$ cat config.mk
export PLATFORM = sky130hd
export DESIGN_NAME = tw_addr_sched_flat
export DESIGN_NICKNAME = d
export VERILOG_FILES = /design/src/rtl/tw_addr_sched_pkg.sv /design/src/rtl/tw_addr_sched_if.sv /design/src/rtl/tw_addr_sched_valid_dly.sv /design/src/rtl/tw_addr_sched.sv /design/src/flat_wrapper.sv
export SDC_FILE = /design/constraint.sdc
export NUM_CORES = 1
export LEC_CHECK = 0
export CAP_MARGIN = 20
export CORE_MARGIN = 2
export CORE_UTILIZATION = 52
export DETAILED_ROUTE_END_ITERATION = 7
export PLACE_DENSITY = 0.86
export SYNTH_ARGS = -nofsm -noshare
export SYNTH_HDL_FRONTEND = slang
export SYNTH_SLANG_ARGS = --single-unit
$ cat constraint.sdc
create_clock -name clk -period 2.3 [get_ports clk]
set_input_delay 0.69 -clock clk [delete_from_list [all_inputs] [get_ports clk]]
set_output_delay 0.69 -clock clk [all_outputs]
set_load 0.02 [all_outputs]
$ cat src/rtl/tw_addr_sched_pkg.sv
// Shared types and helpers for the per-stage twiddle address scheduler.
// Optional build macro used by the scheduler files: TW_SCHED_PERF_EN.
package tw_sched_pkg;

  typedef enum logic [1:0] {
    IDLE  = 2'd0,
    RUN   = 2'd1,
    DRAIN = 2'd2
  } tw_state_e;

  localparam int TW_LOGN_DEF = 3;
  localparam int FRAME_LEN   = 1 << TW_LOGN_DEF;
  localparam int ADDR_MAXW   = 16;

  // ROM address is the top `stage` bits of the in-frame sample counter
  function automatic logic [ADDR_MAXW-1:0] stage_addr(input logic [ADDR_MAXW-1:0] cnt,
                                                      input int logn,
                                                      input int stage);
    return cnt >> (logn - stage);
  endfunction

endpackage

$ cat src/rtl/tw_addr_sched_if.sv
// Handshake/bus bundle between an MDC stage controller and tw_addr_sched.
// With TW_SCHED_PERF_EN defined the bundle also carries stall_cnt.
interface tw_addr_sched_if #(
  parameter int LOGN   = 3,
  parameter int FRAMEW = 8
);
  logic              start;
  logic [FRAMEW-1:0] nframes;
  logic              in_valid;
  logic [LOGN-1:0]   raddr;
  logic              tw_valid;
  logic              busy;
  logic              frame_last;
  logic              done;
  logic              err_drop;
`ifdef TW_SCHED_PERF_EN
  logic [15:0]       stall_cnt;

  modport master (output start, nframes, in_valid,
                  input  raddr, tw_valid, busy, frame_last, done, err_drop, stall_cnt);
  modport slave  (input  start, nframes, in_valid,
                  output raddr, tw_valid, busy, frame_last, done, err_drop, stall_cnt);
`else
  modport master (output start, nframes, in_valid,
                  input  raddr, tw_valid, busy, frame_last, done, err_drop);
  modport slave  (input  start, nframes, in_valid,
                  output raddr, tw_valid, busy, frame_last, done, err_drop);
`endif
endinterface

$ cat src/rtl/tw_addr_sched_valid_dly.sv
// Fixed-depth valid delay line aligning tw_valid with the registered ROM output.
module tw_valid_dly #(
  parameter int DEPTH = 2
) (
  input  logic clk,
  input  logic rst_n,
  input  logic din_i,
  output logic dout_o
);

  logic [DEPTH-1:0] sr_q;

  // shift issued-sample flags toward the output
  always_ff @(posedge clk or negedge rst_n) begin
    if (!rst_n) begin
      sr_q <= '0;
    end else begin
      sr_q <= {sr_q[DEPTH-2:0], din_i};
    end
  end

  assign dout_o = sr_q[DEPTH-1];

endmodule

$ cat src/rtl/tw_addr_sched.sv
// Twiddle ROM address scheduler for one MDC NTT stage: frame counting, address issue, drain/done.
// Build macro TW_SCHED_PERF_EN adds a saturating stall counter on the bus.
module tw_addr_sched
  import tw_sched_pkg::*;
#(
  parameter int LOGN      = 3,
  parameter int STAGE     = 1,
  parameter int ROM_DELAY = 1,
  parameter int FRAMEW    = 8
) (
  input  logic          clk,
  input  logic          rst_n,
  tw_addr_sched_if.slave bus
);

  localparam int             DCW       = $clog2(ROM_DELAY + 2);
  localparam logic [DCW-1:0] DRAIN_END = DCW'(ROM_DELAY + 1);

  tw_state_e         state_q;
  logic [LOGN-1:0]   cnt_q;
  logic [FRAMEW-1:0] frm_q;
  logic [DCW-1:0]    dcnt_q;
  logic [LOGN-1:0]   raddr_q;
  logic [LOGN-1:0]   raddr_d;
  logic              frame_last_q;
  logic              done_q;
  logic              err_drop_q;
  logic              issue_s;

  assign issue_s = (state_q == RUN) && bus.in_valid;
  assign raddr_d = LOGN'(stage_addr(ADDR_MAXW'(cnt_q), LOGN, STAGE));

  // control FSM with registered address, frame_last, done and err_drop
  always_ff @(posedge clk or negedge rst_n) begin
    if (!rst_n) begin
      state_q      <= IDLE;
      cnt_q        <= '0;
      frm_q        <= '0;
      dcnt_q       <= '0;
      raddr_q      <= '0;
      frame_last_q <= 1'b0;
      done_q       <= 1'b0;
      err_drop_q   <= 1'b0;
    end else begin
      frame_last_q <= 1'b0;
      done_q       <= 1'b0;
      case (state_q)
        IDLE: begin
          if (bus.start) begin
            state_q    <= RUN;
            cnt_q      <= '0;
            frm_q      <= (bus.nframes == '0) ? '0 : bus.nframes - FRAMEW'(1);
            err_drop_q <= 1'b0;
          end else if (bus.in_valid) begin
            err_drop_q <= 1'b1;
          end
        end
        RUN: begin
          if (bus.in_valid) begin
            raddr_q <= raddr_d;
            cnt_q   <= cnt_q + LOGN'(1);
            if (cnt_q == '1) begin
              frame_last_q <= 1'b1;
              if (frm_q == '0) begin
                state_q <= DRAIN;
                dcnt_q  <= '0;
              end else begin
                frm_q <= frm_q - FRAMEW'(1);
              end
            end
          end
        end
        DRAIN: begin
          // wait until every issued sample has left the delay line
          if (dcnt_q == DRAIN_END) begin
            done_q  <= 1'b1;
            state_q <= IDLE;
          end else begin
            dcnt_q <= dcnt_q + DCW'(1);
          end
        end
        default: begin
          state_q <= IDLE;
        end
      endcase
    end
  end

  tw_valid_dly #(
    .DEPTH (ROM_DELAY + 1)
  ) u_valid_dly (
    .clk    (clk),
    .rst_n  (rst_n),
    .din_i  (issue_s),
    .dout_o (bus.tw_valid)
  );

  assign bus.raddr      = raddr_q;
  assign bus.busy       = (state_q != IDLE);
  assign bus.frame_last = frame_last_q;
  assign bus.done       = done_q;
  assign bus.err_drop   = err_drop_q;

`ifdef TW_SCHED_PERF_EN
  logic [15:0] stall_cnt_q;

  // count RUN cycles without a sample, saturating
  always_ff @(posedge clk or negedge rst_n) begin
    if (!rst_n) begin
      stall_cnt_q <= 16'h0000;
    end else if ((state_q == IDLE) && bus.start) begin
      stall_cnt_q <= 16'h0000;
    end else if ((state_q == RUN) && !bus.in_valid && (stall_cnt_q != 16'hFFFF)) begin
      stall_cnt_q <= stall_cnt_q + 16'd1;
    end else begin
      stall_cnt_q <= stall_cnt_q;
    end
  end

  assign bus.stall_cnt = stall_cnt_q;
`endif

endmodule

$ cat src/flat_wrapper.sv
// flat-port wrapper written by rule: the top's interface ports become plain ports
module tw_addr_sched_flat import tw_sched_pkg::*;
#(
  parameter int LOGN      = 3,
  parameter int STAGE     = 1,
  parameter int ROM_DELAY = 1,
  parameter int FRAMEW    = 8
)
  (clk, rst_n, bus_start, bus_nframes, bus_in_valid, bus_raddr, bus_tw_valid, bus_busy, bus_frame_last, bus_done, bus_err_drop);
  tw_addr_sched_if #(.LOGN(LOGN), .FRAMEW(FRAMEW)) bus_i ();
  input  logic clk;
  input  logic rst_n;
  input wire logic [$bits(bus_i.start)-1:0] bus_start;
  input wire logic [$bits(bus_i.nframes)-1:0] bus_nframes;
  input wire logic [$bits(bus_i.in_valid)-1:0] bus_in_valid;
  output wire logic [$bits(bus_i.raddr)-1:0] bus_raddr;
  output wire logic [$bits(bus_i.tw_valid)-1:0] bus_tw_valid;
  output wire logic [$bits(bus_i.busy)-1:0] bus_busy;
  output wire logic [$bits(bus_i.frame_last)-1:0] bus_frame_last;
  output wire logic [$bits(bus_i.done)-1:0] bus_done;
  output wire logic [$bits(bus_i.err_drop)-1:0] bus_err_drop;
  assign bus_i.start = bus_start;
  assign bus_i.nframes = bus_nframes;
  assign bus_i.in_valid = bus_in_valid;
  assign bus_raddr = bus_i.raddr;
  assign bus_tw_valid = bus_i.tw_valid;
  assign bus_busy = bus_i.busy;
  assign bus_frame_last = bus_i.frame_last;
  assign bus_done = bus_i.done;
  assign bus_err_drop = bus_i.err_drop;
  tw_addr_sched #(.LOGN(LOGN), .STAGE(STAGE), .ROM_DELAY(ROM_DELAY), .FRAMEW(FRAMEW)) u_core (.clk(clk), .rst_n(rst_n), .bus(bus_i));
endmodule
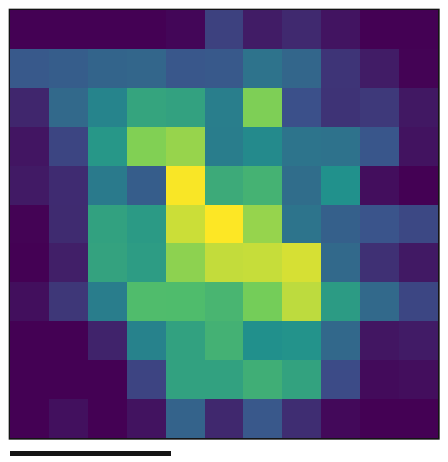
Fig. 1. Routed metal per tile (run 1).
The bar under the picture is 20 µm long. The die is cut into 11 by 11 equal tiles; dark purple is low, yellow is high, scaled to the fullest tile. Values are wire area over tile area, all layers added.
mean over tiles: 0.15
nearly empty tiles: 17%
fullest tile: 0.47
tiles over half the peak: 27%
emptiest ninth of the die: south-west
densest ninth of the die: centre
WL per Instance: 13.5 µm
total wire length: 2710 µm
gr usage total: 21.8%
via count: 1,102

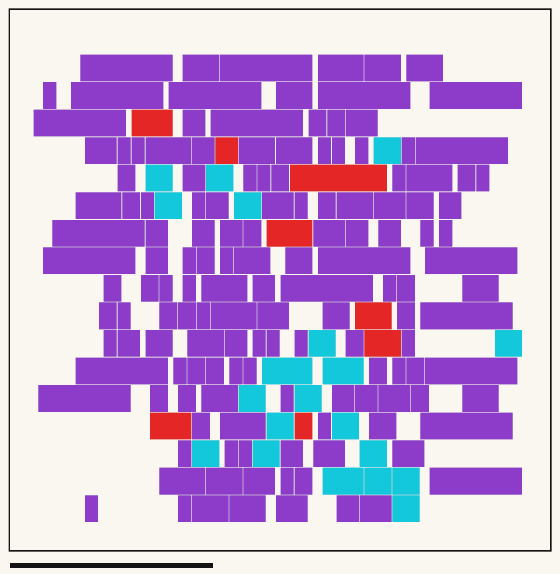
Fig. 2. Drive-strength map (run 1).
The bar under the picture is 20 µm long.
| colour | size | cells | share |
|---|---|---|---|
| cyan | _3 and _4 cells | 20 | 12% |
| red | _2 cells | 8 | 4.7% |
| purple | _0 and _1 cells | 144 | 84% |

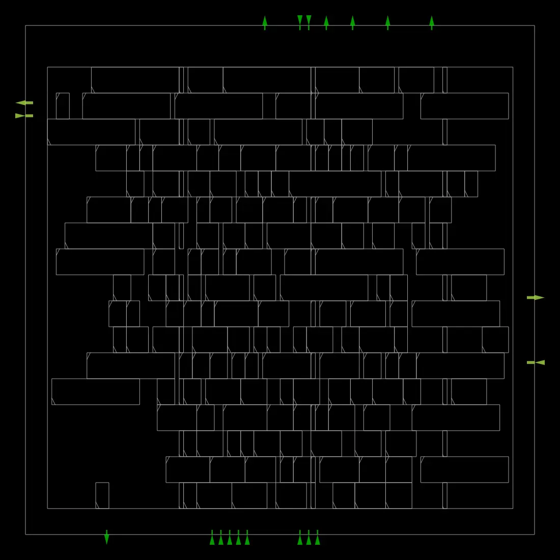
Fig. 3. Cell placement (run 1).
FF+latch count: 21
core area: 0.00225 mm²
Seq area share: 33.3%

==> metrics.cfg, run 1 <==
[clock_network]
cts.sinks=21
clock.latency.late_pin_ns=0.31
cts_resized=7
cts_tree=yes
cts_buffer_depth=2
post-cts-setup-buffers=0
postCtsHoldBufs=0
numCtsBuffers=3
cts.htree.levels=1
ctsRootBufferMaster=clkbuf_4
path_clk_slew_ns=0.12

[logic_synthesis]
ys_sh_simple_pct=23.2
yosysCellCount=142
synth_cells=142
syn_area_mm2=0.00126
flop_cell=dfrtp_1
ys_chip_area_mm2=0.00126
ys_seq_share_pct=41.5
yosysTopAreaCell=dfrtp_1
syn_avg_cell_area_um2=8.91
compound_area_share_pct=15.9
yosys.area_share.xor_xnor_pct=2.77
ys_sh_mux_pct=3.36
edf_count=0
top_cell_area_share_pct=41.5
synth_flops=21
synth.area.top_cells=dfrtp_1, ha_1, o21ai_0
yosysWarnings=0
adder_share_pct=6.92
synthArstFlopShare_pct=100
synth_cell_types=40
topCombFamilyByArea=simple AND/OR/NAND/NOR gates

[timing]
rsz0062_at_grt=false
max_slew_margin_pct=65.3
fmax_mhz=442
final.min_clock_period_ns=2.26
hold_violations=0
worstMarginPinSlew_ns=0.520
worst_hold_slack_ns=0.364
timing.final.crit_share_pct=98.4
setup_viol=0
finalMaxSlewViolations=0
fin_worst_skew_ns=0.00696

[die]
fp-row-count=17
initial_core_util_pct=56.1
die_w_um=53.3
io_pins=20
die_h_um=53.3
die_area_mm2=0.00284

[detailed_routing]
vias_per_cell=5.48
wl_met3_um=93
top_layer=met4
dr_wl_met2_um=1300
drtPass1Iterations=4
drt_iter0_drc=37
ant_nets=0
drc=0
wl_met1_um=1290

[finish]
syn_to_final_growth_pct=24.9
fin_cells=201
drive_gt1_share_pct=16.3
final_nets=192
final_util_pct=70.1
final_cell_mix=dfrtp_1, nor2_1, buf_4
lay_top_count=dfrtp_1

[placed_design]
gp_congestion=0.863
io_buffer_count=17
dp.cells=196
hpwl_um=2090

[global_route]
grt.overflow.total=0
grt_pass1_wl_um=4440
antenna_found_initial=1
grt_max_degree=22
top_usage_layer=met2
gr-usage-met1_pct=29.2
met2_usage_pct=33.3
gr-usage-met3_pct=4.24
grt_pass1_vias=979

[critical_path]
cp-end-kind=flip-flop
crit_type=input pin to flip-flop
ff2ff_setup_slack_ns=0.49
startpoint_type=input pin
crit_slowest_cell=or4b_4
max_stage_delay_ns=0.58
timing.rr.start=u_core.frm_q[0]$_DFFE_PN0P_
cp.required_ns=2.52
crit_end=u_core.frm_q[2]$_DFFE_PN0P_
startpoint=bus_nframes[2]
critical_path.max_fanout=4
regToRegEndpoint=u_core.frm_q[0]$_DFFE_PN0P_
rr_worst_depth=7
worstPathArrival_ns=2.48
worstPathCellList=dlygate4sd2_1 -> or4_4 -> or4b_4 -> nand2_4 -> o22ai_2 -> a22o_1

[status]
status=complete, no violations

[hold_path]
hp-start=u_core.u_valid_dly.sr_q[0]$_DFF_PN0_
hp-class=flip-flop to flip-flop
min_path_cells=0
whs_endpoint=u_core.u_valid_dly.sr_q[1]$_DFF_PN0_

[run]
cap_violations=0
warnings=28

[pwr]
p_leak_nw=0.739
peakVddDrop_uv=552
powerDensity_mw_per_mm2=794
power_w=0.00126

==> run 1: worst max-delay path: cells and delay by family <==
family                 cells  cell delay [ns]
AND/OR/NAND/NOR            3             1.24
AND-OR/OR-AND              2             0.30
buffers and inverters      1             0.25
==> run 1: cells in the mapped netlist, types with 2 or more instances <==
cell	count
a22o_1	2
xnor2_1	2
inv_1	11
nor2b_1	2
xor2_1	2
nand3_1	2
nor2_1	15
or3_1	2
nand2b_1	3
a21oi_1	9
nand4_1	2
o22ai_1	2
mux2i_1	2
nand2_1	12
dfrtp_1	21
o22a_2	2
buf_4	3
ha_1	7
mux2_2	2
nor3_1	3
nor4_1	3
clkbuf_1	3
o21ai_0	12
and3_1	2
==> run 1: where the power goes <==
part | switching (W) | internal (W)
combinational | 0.000248 | 0.000227
sequential | 0.000112 | 0.000485
clock | 0.000119 | 0.0000651
total | 0.000479 | 0.000777
==> run 1: flip-flops by register name, indices dropped and copies added (netlist names) <==
name and cells:
u_core.state_q 2, u_core.bus.err_drop 1, u_core.bus.done 1, u_core.u_valid_dly.sr_q 2, u_core.cnt_q 3, u_core.dcnt_q 2, u_core.bus.frame_last 1, u_core.bus.raddr 1
u_core.frm_q 8
==> run 1: metrics by stage <==
step / setup WS [ns] / setup TNS [ns] / cell area (µm²)
4_1_cts: 0.0333 / 0 / 1580
3_5_place_dp: -0.408 / -2.40 / 1550
5_1_grt: 0.00918 / 0 / 1580
6_report: 0.0371 / 0 / 1580
2_1_floorplan: 0.118 / 0 / 1270
3_3_place_gp: -0.369 / -2.21 / 1550
==> run 1: cell type report <==
class	count	area (µm²)
Timing Repair Buffer	31	273
Antenna cell	1	2.50
Tap cell	28	35.0
Sequential cell	21	527
Multi-Input combinational cell	105	674
Inverter	11	41.3
Clock buffer	3	22.5
Fill cell	183	674
Clock inverter	1	5.00
Fig. 4: run 1, where the registers sit
Other sequential cells in the stronger grey, the rest of the logic in the fainter grey.
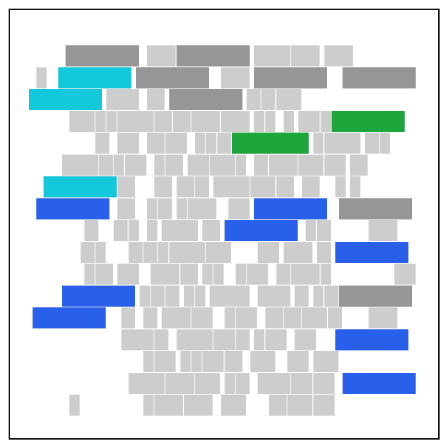

==> run 1 -> run 2 <==
Settings changed: ABC_AREA set to 1, CORE_UTILIZATION 52 to 54, PLACE_DENSITY 0.86 to 0.87, RECOVER_POWER set to 100.
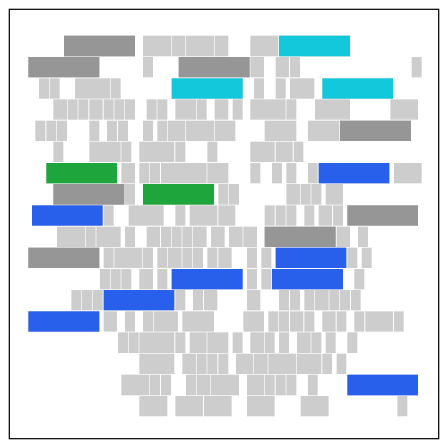
Fig. 5. Where the registers sit (run 2).
Other sequential cells in the stronger grey, the rest of the logic in the fainter grey.
| colour | name in the netlist | sequential cells |
|---|---|---|
| blue | `u_core.frm_q` | 8 |
| cyan | `u_core.cnt_q` | 3 |
| green | `u_core.state_q` | 2 |
Seq power: 0.000643 W
Seq area share: 33.0%
Flop area: 526 µm²
final core occ: 64.2%

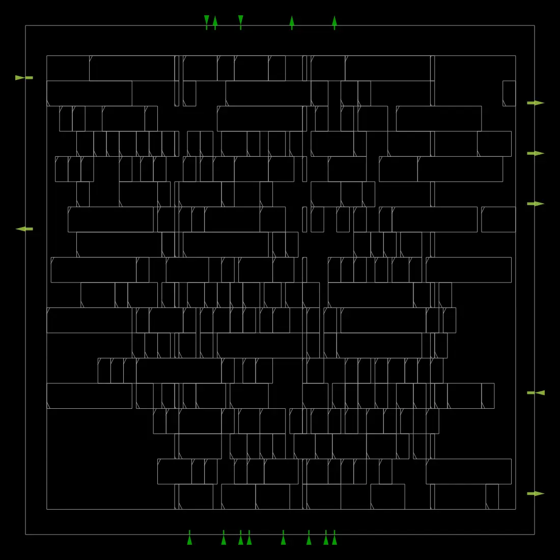
Fig. 6. Cell placement (run 2).
core area: 0.00248 mm²
Post-Layout Cell Count: 241
filler instances: 225
tap cell count: 30

==> run 2 against run 1 <==
Net effect:
- core utilization down 5.8 points
- power up 43%
- final area up 0.71%
- first-iteration DRC count down 57%
- critical path depth down 5
- combinational power up 100%
- sequential power up 7.9%
- worst hold slack better by 0.016 ns
- setup slack better by 0.20 ns
- non-clock buffer count down 13
- die size up 6.2%
- sequential share of layout area down 0.31 points
==> metrics.cfg, run 2 <==
[timing]
timing.final.crit_share_pct=89.5  ; -8.8 points
finalMaxSlewViolations=0  ; unchanged
fin_setup_tns_ns=0  ; unchanged
final.min_clock_period_ns=2.06  ; -0.203 ns
fmax_mhz=486  ; +9.9%
worst_hold_slack_ns=0.379  ; +0.0157 ns
worstMarginPinSlew_ns=1.13  ; +0.613 ns
max_slew_margin_pct=24.5  ; -41 points
setup_viol=0  ; unchanged
hold_violations=0  ; unchanged
rsz0062_at_grt=false
fin_worst_skew_ns=0.00246  ; -0.00450 ns
timing.final.ws_setup_ns=0.240  ; +0.203 ns

[clock_network]
numCtsBuffers=3  ; unchanged
cts.htree.levels=1  ; unchanged
cts.sinks=21  ; unchanged
clock.latency.late_pin_ns=0.32  ; about the same
cts_buffer_depth=2  ; unchanged
cts_tree=yes
path_clk_slew_ns=0.13  ; about the same
post-cts-setup-buffers=0  ; unchanged
ctsRootBufferMaster=clkbuf_4

[global_route]
antenna_found_initial=0  ; -1
grt_pass1_vias=1138  ; +16%
grt_max_degree=22  ; unchanged
grt_usage_pct=21.9  ; +0.19 points
grt_pass1_wl_um=4760  ; +7.3%

[logic_synthesis]
synth_cell_types=28  ; -30%
flop_cell=dfrtp_1
yosysWarnings=0  ; unchanged
synthArstFlopShare_pct=100  ; unchanged
ys_seq_share_pct=37.5  ; -4.0 points
top_cell=nand2_1
syn_avg_cell_area_um2=7.38  ; -17%
syn_area_mm2=0.00140  ; +11%
synth_flops=21  ; unchanged
top_cell_area_share_pct=37.5  ; -4.0 points
yosysTopAreaCell=dfrtp_1
edf_count=0  ; unchanged
synth.area.top_cells=dfrtp_1, nand2_1, inv_1
synth.cells.most_frequent=nand2_1, inv_1, dfrtp_1
synth_cells=190  ; +34%

[pwr]
peakVddDrop_uv=671  ; +22%
pwr-share-clk_pct=10.6  ; -4.1 points
clk-power_w=0.000190  ; +3%
comb_power_share_pct=53.5  ; +16 points
powerDensity_mw_per_mm2=1130  ; +42%
internal_power_w=0.000925  ; +19%
p_leak_nw=0.869  ; +18%
p_seq_share_pct=35.9  ; -12 points
netSwitchingPower_w=0.000867  ; +81%
top_power_group=combinational logic
power_w=0.00179  ; +43%
swShare_pct=48.4  ; +10 points

[detailed_routing]
drtPass1Iterations=4  ; unchanged
num_vias=1197  ; +8.6%
wl_um=2700  ; -0.44%
drt_iter0_drc=16  ; -57%
wl_per_cell_um=11.2  ; -17%
vias_per_cell=4.97  ; -9.4%
ant_nets=0  ; unchanged

[placed_design]
gp_congestion=0.860  ; -0.24%
dp.cells=237  ; +21%
io_buffer_count=17  ; unchanged
post_dp_cell_area_mm2=0.00161  ; +3.9%
hpwl_um=2140  ; +2.6%
pre_cts_ws_ns=0.247  ; +0.655 ns

[finish]
largest_reg_flops=8  ; unchanged
final_nets=231  ; +20%
largest-register=u_core.frm_q
drive_gt1_share_pct=9.00  ; -7.3 points
antenna_cells=0  ; -1
syn_to_final_growth_pct=13.6
lay_top_count=nand2_1
logic_area_um2=699  ; +3.7%
reg_top3=u_core.frm_q (8), u_core.cnt_q (3)
fin_area_mm2=0.00159  ; +0.71%

[critical_path]
crit_slowest_cell=dlygate4sd3_1
crit_family=buffers and inverters
max_stage_delay_ns=0.65  ; +0.07 ns
cp.required_ns=1.61  ; -0.91 ns
worstPathArrival_ns=1.37  ; -1.11 ns
worstPathCellList=dlygate4sd3_1
cp-end-kind=output pin
startpoint_type=flip-flop
regToRegEndpoint=u_core.frm_q[6]$_DFFE_PN0P_
crit_type=flip-flop to output pin
rr_worst_depth=8  ; +1
ff2ff_setup_slack_ns=0.61  ; +0.12 ns

[die]
die_w_um=54.9  ; +3.0%
initial_core_util_pct=56.6  ; +0.46 points
die_h_um=54.9  ; +3.0%
io_pins=20  ; unchanged
die_area_mm2=0.00302  ; +6.2%
fp-row-count=18  ; +1

[hold_path]
hp-start=u_core.u_valid_dly.sr_q[0]$_DFF_PN0_
whs_endpoint=u_core.u_valid_dly.sr_q[1]$_DFF_PN0_
min_path_cells=0  ; unchanged

[status]
status=complete, no violations

[run]
cap_violations=0  ; unchanged
warnings=28  ; unchanged

==> run 2: cell types whose count changed after synthesis, sizes merged, moves of 3 or more <==
cell    previous run  this run
nor4               3         0
a21oi              9         2
nand2b             3         0
nand3              2        16
clkbuf             3         0
nand2             13        68
inv               11        30
nor2              15        21
o22a               3         0
==> run 2: per-layer routing <==
layer	vias up	global-route usage, %	part of all wire (%)
met5	-	0	0
met4	0	7.32	1.3
met3	4	2.42	2.6
met2	16	36.9	48
met1	554	29.5	48
li1	623	-	-
==> run 2: what timing repair did <==
item                                    CTS  global route
hold buffers                              0             0
endpoints found under the setup margin    0             1
resized                                   0             1
==> run 2: area by class of cell <==
class	count	share of cell area (%)
inverters	31	8.41
well taps	30	2.36
repair buffers	18	10.5
multi-input cells	137	43.9
clock inverters	1	0.314
flip-flops and latches	21	33.0
clock buffers	3	1.42
==> run 2: logic make-up after synthesis <==
logic type	synth area share [%]
other	0.268
DFF	37.5
xor gates and xnor gates	1.25
and+or+nand+nor	37.1
adders and majority gates	6.25
AOI/OAI and AO/OA	6.96
buffers and inverters	10.6
==> run 2: worst max path at each step <==
stage	to	slack (ns)	start	depth (start not counted)
6_report	bus_err_drop	0.24	u_core.bus.err_drop$_DFFE_PN0P_	1
5_1_grt	bus_err_drop	0.18	u_core.bus.err_drop$_DFFE_PN0P_	1
4_1_cts	bus_busy	0.02	u_core.state_q[0]$_DFFE_PN0P_	3
3_5_place_dp	u_core.frm_q[6]$_DFFE_PN0P_	0.25	bus_nframes[1]	10
3_3_place_gp	u_core.frm_q[0]$_DFFE_PN0P_	0.27	bus_nframes[0]	10
2_1_floorplan	u_core.frm_q[0]$_DFFE_PN0P_	0.78	bus_nframes[0]	9
Power figures rest on the tool's default switching activity, not on a simulated workload.
